File: config.mk
export PLATFORM = sky130hd
export DESIGN_NAME = alu_exec_unit
export DESIGN_NICKNAME = d
export VERILOG_FILES = /design/src/rtl/alu_pkg.sv /design/src/rtl/alu_muldiv_iter.sv /design/src/rtl/alu_exec_unit.sv
export SDC_FILE = /design/constraint.sdc
export NUM_CORES = 1
export LEC_CHECK = 0
export CAP_MARGIN = 10
export CORE_ASPECT_RATIO = 1.1
export CORE_MARGIN = 1
export CORE_UTILIZATION = 50
export CTS_BUF_LIST = sky130_fd_sc_hd__clkbuf_4
export CTS_CLUSTER_DIAMETER = 100
export DETAILED_ROUTE_END_ITERATION = 8
export HOLD_SLACK_MARGIN = 0.02
export PLACE_DENSITY = 0.66
export SLEW_MARGIN = 20
export SYNTH_ARGS = -nofsm -noshare
export SYNTH_HDL_FRONTEND = slang
export SYNTH_SLANG_ARGS = --single-unit
export TNS_END_PERCENT = 50
File: constraint.sdc
create_clock -name clk -period 3.68 [get_ports clk]
set_input_delay 0.368 -clock clk [delete_from_list [all_inputs] [get_ports clk]]
set_output_delay 0.368 -clock clk [all_outputs]
set_load 0.1 [all_outputs]
File: src/rtl/alu_pkg.sv
// Shared encodings for the execute-stage ALU: ALUOp classes, operation codes,
// funct7 classes and the controller state type.
package alu_pkg;

  localparam logic [1:0] ALUOP_ITYPE = 2'b00;
  localparam logic [1:0] ALUOP_LDST  = 2'b01;
  localparam logic [1:0] ALUOP_RTYPE = 2'b10;

  localparam logic [3:0] OP_AND     = 4'b0000;
  localparam logic [3:0] OP_OR      = 4'b0001;
  localparam logic [3:0] OP_ADD     = 4'b0010;
  localparam logic [3:0] OP_SUB     = 4'b0110;
  localparam logic [3:0] OP_SLT     = 4'b0111;
  localparam logic [3:0] OP_MUL     = 4'b1000;
  localparam logic [3:0] OP_MULHU   = 4'b1001;
  localparam logic [3:0] OP_DIVU    = 4'b1010;
  localparam logic [3:0] OP_REMU    = 4'b1011;
  localparam logic [3:0] OP_NOR     = 4'b1100;
  localparam logic [3:0] OP_ILLEGAL = 4'b1111;

  localparam logic [6:0] F7_BASE   = 7'b0000000;
  localparam logic [6:0] F7_ALT    = 7'b0100000;
  localparam logic [6:0] F7_MULDIV = 7'b0000001;

  typedef enum logic [1:0] {StIdle, StBusy, StDone} state_e;

  function automatic logic [3:0] base_op(input logic [2:0] f3);
    case (f3)
      3'b111:  base_op = OP_AND;
      3'b110:  base_op = OP_OR;
      3'b100:  base_op = OP_NOR;
      3'b010:  base_op = OP_SLT;
      3'b000:  base_op = OP_ADD;
      default: base_op = OP_ILLEGAL;
    endcase
  endfunction

  function automatic logic [3:0] muldiv_op(input logic [2:0] f3);
    case (f3)
      3'b000:  muldiv_op = OP_MUL;
      3'b011:  muldiv_op = OP_MULHU;
      3'b101:  muldiv_op = OP_DIVU;
      3'b111:  muldiv_op = OP_REMU;
      default: muldiv_op = OP_ILLEGAL;
    endcase
  endfunction

endpackage

File: src/rtl/alu_muldiv_iter.sv
// Iterative unsigned multiply (shift-add) and restoring divide, one bit per cycle.
// done/lo/hi present the value of the final step so the caller can register it on that edge.
module alu_muldiv_iter
  import alu_pkg::*;
#(
  parameter int unsigned XLEN = 32
) (
  input  logic            clk,
  input  logic            rst_n,
  input  logic            start,
  input  logic            is_div,
  input  logic [XLEN-1:0] a,
  input  logic [XLEN-1:0] b,
  output logic            done,
  output logic [XLEN-1:0] lo,
  output logic [XLEN-1:0] hi
);

  localparam int unsigned CW = $clog2(XLEN);
  localparam logic [CW-1:0] LAST = CW'(XLEN - 1);

  logic [2*XLEN-1:0] acc_q, acc_step;
  logic [XLEN-1:0]   b_q;
  logic              div_q, run_q;
  logic [CW-1:0]     count_q;
  logic [XLEN:0]     mul_sum, div_shl, div_diff;

  // acc holds {partial product, multiplier} or {partial remainder, dividend/quotient}.
  always_comb begin
    mul_sum  = {1'b0, acc_q[2*XLEN-1:XLEN]} + (acc_q[0] ? {1'b0, b_q} : '0);
    div_shl  = {acc_q[2*XLEN-1:XLEN], acc_q[XLEN-1]};
    div_diff = div_shl - {1'b0, b_q};
    if (!div_q) begin
      acc_step = {mul_sum, acc_q[XLEN-1:1]};
    end else if (!div_diff[XLEN]) begin
      acc_step = {div_diff[XLEN-1:0], acc_q[XLEN-2:0], 1'b1};
    end else begin
      acc_step = {div_shl[XLEN-1:0], acc_q[XLEN-2:0], 1'b0};
    end
  end

  always_ff @(posedge clk or negedge rst_n) begin
    if (!rst_n) begin
      acc_q   <= '0;
      b_q     <= '0;
      div_q   <= 1'b0;
      run_q   <= 1'b0;
      count_q <= '0;
    end else if (start) begin
      acc_q   <= {{XLEN{1'b0}}, a};
      b_q     <= b;
      div_q   <= is_div;
      run_q   <= 1'b1;
      count_q <= '0;
    end else if (run_q) begin
      acc_q   <= acc_step;
      count_q <= count_q + 1'b1;
      if (count_q == LAST) run_q <= 1'b0;
    end
  end

  assign done = run_q && (count_q == LAST);
  assign lo   = acc_step[XLEN-1:0];
  assign hi   = acc_step[2*XLEN-1:XLEN];

endmodule

File: src/rtl/alu_exec_unit.sv
// Execute-stage ALU: decodes ALUOp/Funct7/Funct3, runs simple ops in one cycle and
// M ops through the iterative datapath, with valid/ready on both sides.
module alu_exec_unit
  import alu_pkg::*;
#(
  parameter int unsigned XLEN      = 32,
  parameter bit          MULDIV_EN = 1'b1
) (
  input  logic            clk,
  input  logic            rst_n,
  input  logic            in_valid,
  output logic            in_ready,
  input  logic [1:0]      ALUOp,
  input  logic [6:0]      Funct7,
  input  logic [2:0]      Funct3,
  input  logic [XLEN-1:0] op_a,
  input  logic [XLEN-1:0] op_b,
  output logic            out_valid,
  input  logic            out_ready,
  output logic [XLEN-1:0] result,
  output logic [3:0]      operation,
  output logic            illegal
);

  state_e          state_q;
  logic            out_valid_q, illegal_q;
  logic [XLEN-1:0] result_q, alu_res, md_res, md_lo, md_hi;
  logic [3:0]      operation_q, dec_op;
  logic            dec_ill, dec_m, accept, md_done;

  always_comb begin
    dec_op = OP_ILLEGAL;
    case (ALUOp)
      ALUOP_RTYPE: begin
        if (Funct7 == F7_BASE) dec_op = base_op(Funct3);
        else if (Funct7 == F7_ALT && Funct3 == 3'b000) dec_op = OP_SUB;
        else if (Funct7 == F7_MULDIV && MULDIV_EN) dec_op = muldiv_op(Funct3);
      end
      ALUOP_ITYPE: dec_op = base_op(Funct3);
      ALUOP_LDST:  if (Funct3 == 3'b010) dec_op = OP_ADD;
      default:     ;
    endcase
  end

  assign dec_ill = (dec_op == OP_ILLEGAL);
  assign dec_m   = (dec_op[3:2] == 2'b10);

  always_comb begin
    alu_res = '0;
    case (dec_op)
      OP_AND:  alu_res = op_a & op_b;
      OP_OR:   alu_res = op_a | op_b;
      OP_NOR:  alu_res = ~(op_a | op_b);
      OP_SLT:  alu_res = {{(XLEN-1){1'b0}}, $signed(op_a) < $signed(op_b)};
      OP_ADD:  alu_res = op_a + op_b;
      OP_SUB:  alu_res = op_a - op_b;
      default: alu_res = '0;
    endcase
  end

  assign in_ready = rst_n && (state_q == StIdle || (state_q == StDone && out_ready));
  assign accept   = in_valid && in_ready;

  generate
    if (MULDIV_EN) begin : g_muldiv
      alu_muldiv_iter #(.XLEN(XLEN)) u_muldiv (
        .clk    (clk),
        .rst_n  (rst_n),
        .start  (accept && dec_m),
        .is_div (dec_op[1]),
        .a      (op_a),
        .b      (op_b),
        .done   (md_done),
        .lo     (md_lo),
        .hi     (md_hi)
      );
    end else begin : g_no_muldiv
      assign md_done = 1'b0;
      assign md_lo   = '0;
      assign md_hi   = '0;
    end
  endgenerate

  // Quotient and low product live in the low half; remainder and high product in the high half.
  assign md_res = (operation_q == OP_MUL || operation_q == OP_DIVU) ? md_lo : md_hi;

  always_ff @(posedge clk or negedge rst_n) begin
    if (!rst_n) begin
      state_q     <= StIdle;
      out_valid_q <= 1'b0;
      result_q    <= '0;
      operation_q <= '0;
      illegal_q   <= 1'b0;
    end else if (accept) begin
      operation_q <= dec_op;
      illegal_q   <= dec_ill;
      if (dec_m) begin
        state_q     <= StBusy;
        out_valid_q <= 1'b0;
      end else begin
        state_q     <= StDone;
        out_valid_q <= 1'b1;
        result_q    <= alu_res;
      end
    end else begin
      case (state_q)
        StBusy: if (md_done) begin
          state_q     <= StDone;
          out_valid_q <= 1'b1;
          result_q    <= md_res;
        end
        StDone: if (out_ready) begin
          state_q     <= StIdle;
          out_valid_q <= 1'b0;
        end
        default: ;
      endcase
    end
  end

  assign out_valid = out_valid_q;
  assign result    = result_q;
  assign operation = operation_q;
  assign illegal   = illegal_q;

endmodule

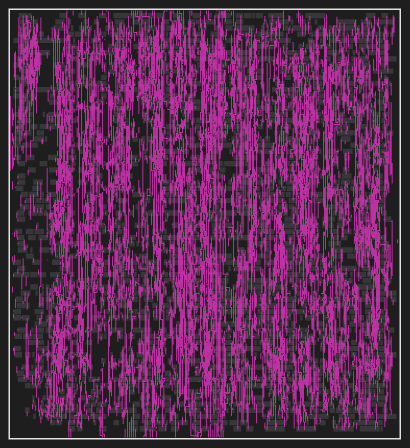
Run 1: the metal 2 layer
The layer carries 27.2 mm of wire. The wires run mostly vertical.
Via Count: 17,700
final WL: 61,200 um
M2 GR Usage: 0.597

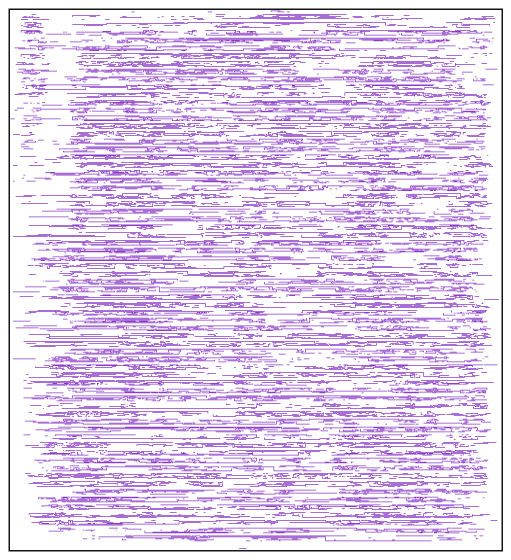
Run 1: metal 1
2,505 nets have wire on it. The longest straight run is 79.1 um. The layer carries 27.2 mm of wire.

==> out/qor.csv, run 1 <==
metric,value,unit
max-slew violation count,0,
status,"complete, no violations",
total power,10.6,mW
Worst path depth,14,
Net Sw Power,5.11,mW
Pre-Place Util,0.507,
Layout clock area frac,0.0122,
top logic cell by instance count in the layout,buf_4,
Nets,2702,
cts hold-fix bufs,1,
Hold EP,g_muldiv.u_muldiv.acc_q[19],
main flop type,dfrtp_1,
"Buffers, non-clock",442,
antenna-violating nets left,0,
xor+xnor area frac,0.0479,
"delay-heaviest family, CP",AND-OR/OR-AND gates,
CP cell instances,"inv_1, ha_1, nand2_1, o211ai_1, a211oi_1, o21ai_0, a21oi_2, buf_6, xnor2_4, buf_4, mux2i_1, mux2i_1, a221oi_1, a21oi_1",
mapped cell area,15900,um2
post-route insts no fill,2889,
leading area contributor after synthesis,dfrtp_1,
leak pwr,9.18,nW
highest metal used,met4,
Iter 0 DRT Violations,1861,
cell mode on critical path,mux2i_1,
area share of fa/ha/maj cells after synthesis,0.133,
wire length on met1,27200,um
tool warning count,90,
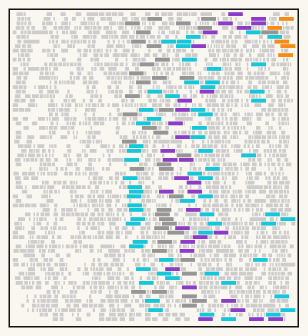
Run 1: where the registers sit
Other sequential cells in the stronger grey, the rest of the logic in the fainter grey.
Cyan shows `g_muldiv.u_muldiv.acc_q`, placed flops 64. Purple shows `g_muldiv.u_muldiv.b_q`, placed flops 32. Orange shows `g_muldiv.u_muldiv.count_q`, placed flops 5, where upper right.

==> run 2, diff against run 1 <==
--- a/config.mk
+++ b/config.mk
@@ -10,7 +10,7 @@
 export CORE_MARGIN = 1
 export CORE_UTILIZATION = 50
 export CTS_BUF_LIST = sky130_fd_sc_hd__clkbuf_4
-export CTS_CLUSTER_DIAMETER = 100
+export CTS_CLUSTER_DIAMETER = 80
 export DETAILED_ROUTE_END_ITERATION = 8
 export HOLD_SLACK_MARGIN = 0.02
 export PLACE_DENSITY = 0.66
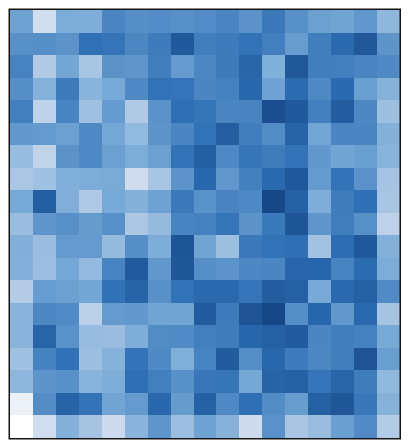
Run 2: placement density heat map
The die is cut into 17 by 19 equal tiles; white is low, dark blue is high, 0 to 100% covered.
The fullest tile reaches 91%. The mean over all tiles is 60%. 17% of the tiles are over 75% full. 0.30% of the tiles are nearly empty.
Core Area: 31,300 um2
Core Util, Final: 0.641
Pre-Place Util: 0.507

==> run 2 against run 1 <==
Global-route usage did not move. Clock power barely moved. Critical path type unchanged. Maximum frequency did not move. Die size did not move. Combinational power barely moved. Sequential power barely moved. Synthesized cell count did not move. Utilization did not move. Sequential cell count did not move.
==> out/qor.csv, run 2 <==
metric,value,unit,change
M2 GR Usage,0.597,,unchanged
CP cell instances,"inv_1, ha_1, nand2_1, o211ai_1, a211oi_1, o21ai_0, a21oi_2, buf_6, xnor2_4, buf_4, mux2i_1, mux2i_1, a221oi_1, a21oi_1",,
status,"complete, no violations",,
Iter 0 DRT Violations,1861,,unchanged
top logic cell by instance count in the layout,buf_4,,
Hold EP,g_muldiv.u_muldiv.acc_q[19],,
post-route insts no fill,2889,,unchanged
area share of fa/ha/maj cells after synthesis,0.133,,unchanged
Worst path depth,14,,unchanged
"delay-heaviest family, CP",AND-OR/OR-AND gates,,
main flop type,dfrtp_1,,
Top area cell types,"dfrtp_1 (22%), ha_1 (13%), a21oi_1 (6.6%), nand2_1 (5.7%), o21ai_0 (5.3%)",,
mapped cell area,15900,um2,unchanged
yosys cell count,2122,,
"Buffers, non-clock",442,,unchanged
cell mode on critical path,mux2i_1,,
Setup Skew,26.7,ps,
clk_lat worst skew,590,ps,
Via Count,17700,,unchanged
Nets,2702,,unchanged
final WL,61200,um,unchanged
max-slew violation count,0,,unchanged
Synth async-reset ratio,1.00,,
mean area per synthesized cell,7.48,um2,
cts hold-fix bufs,1,,unchanged
leading area contributor after synthesis,dfrtp_1,,
leak pwr,9.18,nW,unchanged
antenna-violating nets left,0,,unchanged
xor+xnor area frac,0.0479,,unchanged
tool warning count,90,,unchanged
highest metal used,met4,,
total power,10.6,mW,unchanged
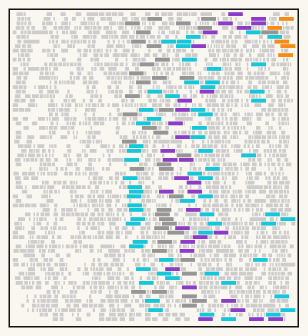
Run 2: where the registers sit
Other sequential cells in the stronger grey, the rest of the logic in the fainter grey.
Cyan shows `g_muldiv.u_muldiv.acc_q`, placed flops 64. Purple shows `g_muldiv.u_muldiv.b_q`, placed flops 32. Orange shows `g_muldiv.u_muldiv.count_q`, placed flops 5, where upper right.
Another 41 sequential cells are not coloured.
storage element area: 3560 um2
Seq/total area: 0.177
Seq power: 2.28 mW

No activity file was given, so power comes from the tool's default toggle rates.
